--- src/rtl/fft_input_framer.sv ---
// fft_input_framer: collects a serial sample stream into ping-pong frame
// banks and presents each complete frame in parallel to the FFT's
// bit-reversal stage. Frames whose in_last marker disagrees with the
// sample count raise a one-cycle len_err pulse.
module fft_input_framer #(
  parameter int SAMPLES = 8,
  parameter int WIDTH   = 3
) (
  input  logic             clk,
  input  logic             rst_n,
  input  logic [WIDTH-1:0] in_data,
  input  logic             in_valid,
  input  logic             in_last,
  output logic             in_ready,
  output logic [WIDTH-1:0] frame_data [SAMPLES-1:0],
  output logic             frame_valid,
  input  logic             frame_ready,
  output logic             len_err
);

  localparam int                IDX_W    = $clog2(SAMPLES);
  localparam int                DEPTH    = 2 * SAMPLES;
  localparam logic [IDX_W-1:0]  LAST_IDX = IDX_W'(SAMPLES - 1);

  // Control state: per-bank full flags, write pointer, bank selectors.
  logic [1:0]       full_reg, full_next;
  logic [IDX_W-1:0] wr_idx_reg, wr_idx_next;
  logic             wr_bank_reg, wr_bank_next;
  logic             rd_bank_reg, rd_bank_next;
  logic             len_err_reg, len_err_next;

  logic accept;
  logic consume;
  logic at_end;

  // Handshake outputs come straight from registers, so no combinational
  // path exists from in_valid or frame_ready to in_ready/frame_valid.
  assign in_ready    = !full_reg[wr_bank_reg];
  assign frame_valid = full_reg[rd_bank_reg];
  assign len_err     = len_err_reg;

  assign accept  = in_valid && in_ready;
  assign consume = frame_valid && frame_ready;
  assign at_end  = (wr_idx_reg == LAST_IDX);

  // Next-state logic for the write side (fill / discard) and read side
  // (release). A completing write bank is never the full read bank, so
  // both updates to full_next can apply in the same cycle.
  always_comb begin
    full_next    = full_reg;
    wr_idx_next  = wr_idx_reg;
    wr_bank_next = wr_bank_reg;
    rd_bank_next = rd_bank_reg;
    len_err_next = 1'b0;

    if (accept) begin
      // Marker mismatch in either direction: early in_last or missing in_last.
      len_err_next = (in_last != at_end);
      if (at_end) begin
        // The frame completes on count alone, whatever in_last says.
        full_next[wr_bank_reg] = 1'b1;
        wr_bank_next           = ~wr_bank_reg;
        wr_idx_next            = '0;
      end else if (in_last) begin
        // Short frame: drop what was collected and restart the same bank.
        wr_idx_next = '0;
      end else begin
        wr_idx_next = wr_idx_reg + 1'b1;
      end
    end

    if (consume) begin
      full_next[rd_bank_reg] = 1'b0;
      rd_bank_next           = ~rd_bank_reg;
    end
  end

  // Control state register.
  always_ff @(posedge clk or negedge rst_n) begin
    if (!rst_n) begin
      full_reg    <= 2'b00;
      wr_idx_reg  <= '0;
      wr_bank_reg <= 1'b0;
      rd_bank_reg <= 1'b0;
      len_err_reg <= 1'b0;
    end else begin
      full_reg    <= full_next;
      wr_idx_reg  <= wr_idx_next;
      wr_bank_reg <= wr_bank_next;
      rd_bank_reg <= rd_bank_next;
      len_err_reg <= len_err_next;
    end
  end

  // Sample storage: cells 0..SAMPLES-1 form bank 0, the rest bank 1.
  // Each cell is its own register with a decoded write enable, so reset
  // can clear the whole frame store at once.
  genvar gi;
  generate
    for (gi = 0; gi < DEPTH; gi++) begin : gen_cell
      localparam logic             CELL_BANK = (gi >= SAMPLES);
      localparam logic [IDX_W-1:0] CELL_IDX  = IDX_W'(gi % SAMPLES);

      logic             we;
      logic [WIDTH-1:0] cell_reg;

      assign we = accept && (wr_bank_reg == CELL_BANK) && (wr_idx_reg == CELL_IDX);

      // Capture the accepted sample into its addressed cell.
      always_ff @(posedge clk or negedge rst_n) begin
        if (!rst_n) begin
          cell_reg <= '0;
        end else if (we) begin
          cell_reg <= in_data;
        end
      end
    end

    // Present the read bank; contents only change on a write to that bank,
    // which cannot happen while it is full, so a held frame stays stable.
    for (gi = 0; gi < SAMPLES; gi++) begin : gen_out
      assign frame_data[gi] = rd_bank_reg ? gen_cell[SAMPLES + gi].cell_reg
                                          : gen_cell[gi].cell_reg;
    end
  endgenerate

endmodule

--- config.mk ---
export PLATFORM = sky130hd
export DESIGN_NAME = fft_input_framer
export DESIGN_NICKNAME = d
export VERILOG_FILES = /design/src/rtl/fft_input_framer.sv
export SDC_FILE = /design/constraint.sdc
export NUM_CORES = 1
export LEC_CHECK = 0
export ABC_AREA = 1
export CORE_MARGIN = 2
export CORE_UTILIZATION = 55
export CTS_CLUSTER_SIZE = 12
export DETAILED_ROUTE_END_ITERATION = 8
export HOLD_SLACK_MARGIN = 0.12
export PLACE_DENSITY = 0.84
export SLEW_MARGIN = 20
export SYNTH_ARGS = -nofsm -noshare
export SYNTH_HDL_FRONTEND = slang
export SYNTH_SLANG_ARGS = --single-unit
--- constraint.sdc ---
create_clock -name clk -period 1.89 [get_ports clk]
set_clock_uncertainty 0.05 [all_clocks]
set_input_delay 0.378 -clock clk [delete_from_list [all_inputs] [get_ports clk]]
set_output_delay 0.378 -clock clk [all_outputs]
set_load 0.01 [all_outputs]
Figure 1. Cell outlines without signal wires.
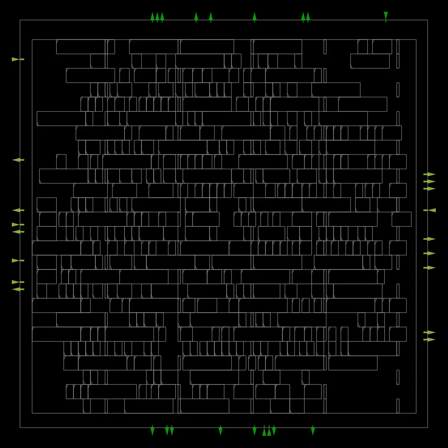
# Taps: 70
fraction of area in registers: 41.0%
final std cells w/o fill: 485
number of fillers in the final layout: 470
number of standard-cell rows in the floorplan: 26

Figure 2. Met3 routing.
Bar = 20 um.
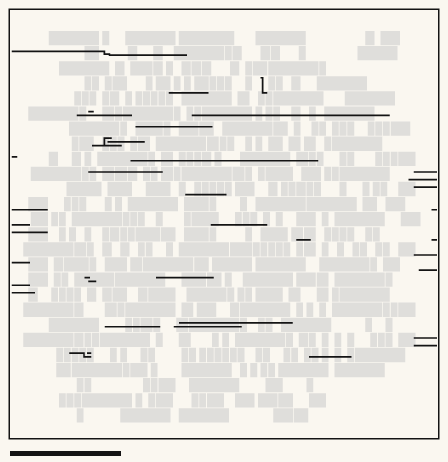
main direction: horizontal
share of all routed wire: 4.6%
met3 track demand over resource: 2.47%
routed via count: 2518
total routed wirelength: 6530 um

Figure 3. Sequential cells coloured by netlist name.
Other sequential cells in the stronger grey, the rest of the logic in the fainter grey.
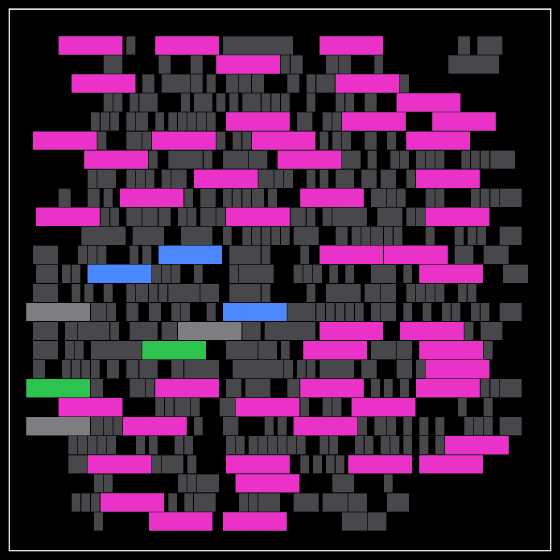
legend:
  blue:
    signal: wr_idx_reg
    sequential_cells: 3
  green:
    signal: full_reg
    sequential_cells: 2
  magenta:
    signal: gen_cell.cell_reg
    sequential_cells: 48
    where: spread over the die
not coloured: 3
Finished Core Util: 66.6%
power in sequential cells: 0.00171 W
total area of sequential cells: 1400 um^2

Figure 4. The metal 2 layer.
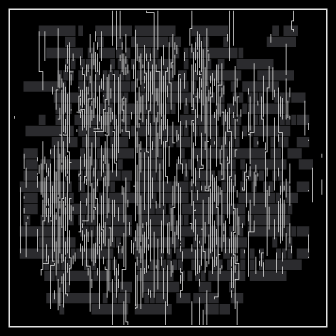
share of all routed wire: 51%
longest straight run: 46.6 um
GR Util met2: 41.1%

Figure 5. The metal 1 layer.
Bar = 20 um.
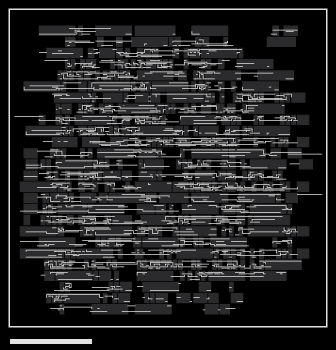
nets with wire on the layer: 383
main direction: horizontal
met1 track utilization from global routing: 32.5%

==> results.py <==
# Auto-generated metrics
metrics = {
    "outcome": {
        "status": "finished, final reports clean",
    },
    "place": {
        "gp_congestion": 0.839,
        "dp_hpwl_um": 4370,
    },
    "floorplan": {
        "fp_util_pct": 57.3,
        "die_width_um": 77.1,
        "die_area_um2": 5950,
        "io-pin-count": 35,
        "die-height_um": 77.1,
    },
    "finish": {
        "nFlopsAndLatches": 56,
        "nNonClkInverters": 26,
        "logic_gate_count": 278,
        "dominant-cell-class": "sequential cells",
        "area_growth_pct": 16.3,
    },
    "hold_path": {
        "min_from": "gen_cell[5].cell_reg[2]",
        "min_path_type": "flop to flop",
    },
    "final_timing": {
        "setup_total_negative_slack_ps": 0,
        "maxSlewHeadroom_pct": 72.1,
        "finalHoldWorstSlack_ps": 430,
        "fmaxAchievable_mhz": 545,
    },
    "synthesis": {
        "number_of_flops_mapped_to_enable_cells_by_yosys": 0,
        "simple_gate_area_share_pct": 37.0,
        "topCellsByArea": "sky130_fd_sc_hd__dfrtp_1 48%, sky130_fd_sc_hd__nand2_1 24%, sky130_fd_sc_hd__nand4_1 5.1%, sky130_fd_sc_hd__inv_1 3.1%, sky130_fd_sc_hd__ha_1 2.6%",
        "synth_area_per_cell_um2": 7.68,
        "synth.ff_latch_count": 56,
    },
    "clock_network": {
        "clock_buffers_created_by_tritoncts": 5,
    },
    "drt": {
        "avgViaCountPerCell": 5.19,
        "highest_layer": "met4",
        "drtAntennaViolNets": 0,
    },
    "global_route": {
        "grt_pass1_wl_um": 11700,
        "grt_max_degree": 57,
    },
    "power": {
        "power.leakage_nw": 1.86,
    },
    "worst_setup_path": {
        "cp_slowest_cell": "sky130_fd_sc_hd__dfrtp_1",
        "critical_path.cell_chain": "inv_2, buf_12, nand2_1, nand2_1, dlygate4sd2_1",
        "timing.critical_path.arrival_ps": 1410,
    },
}
No activity file was given, so power comes from the tool's default toggle rates.
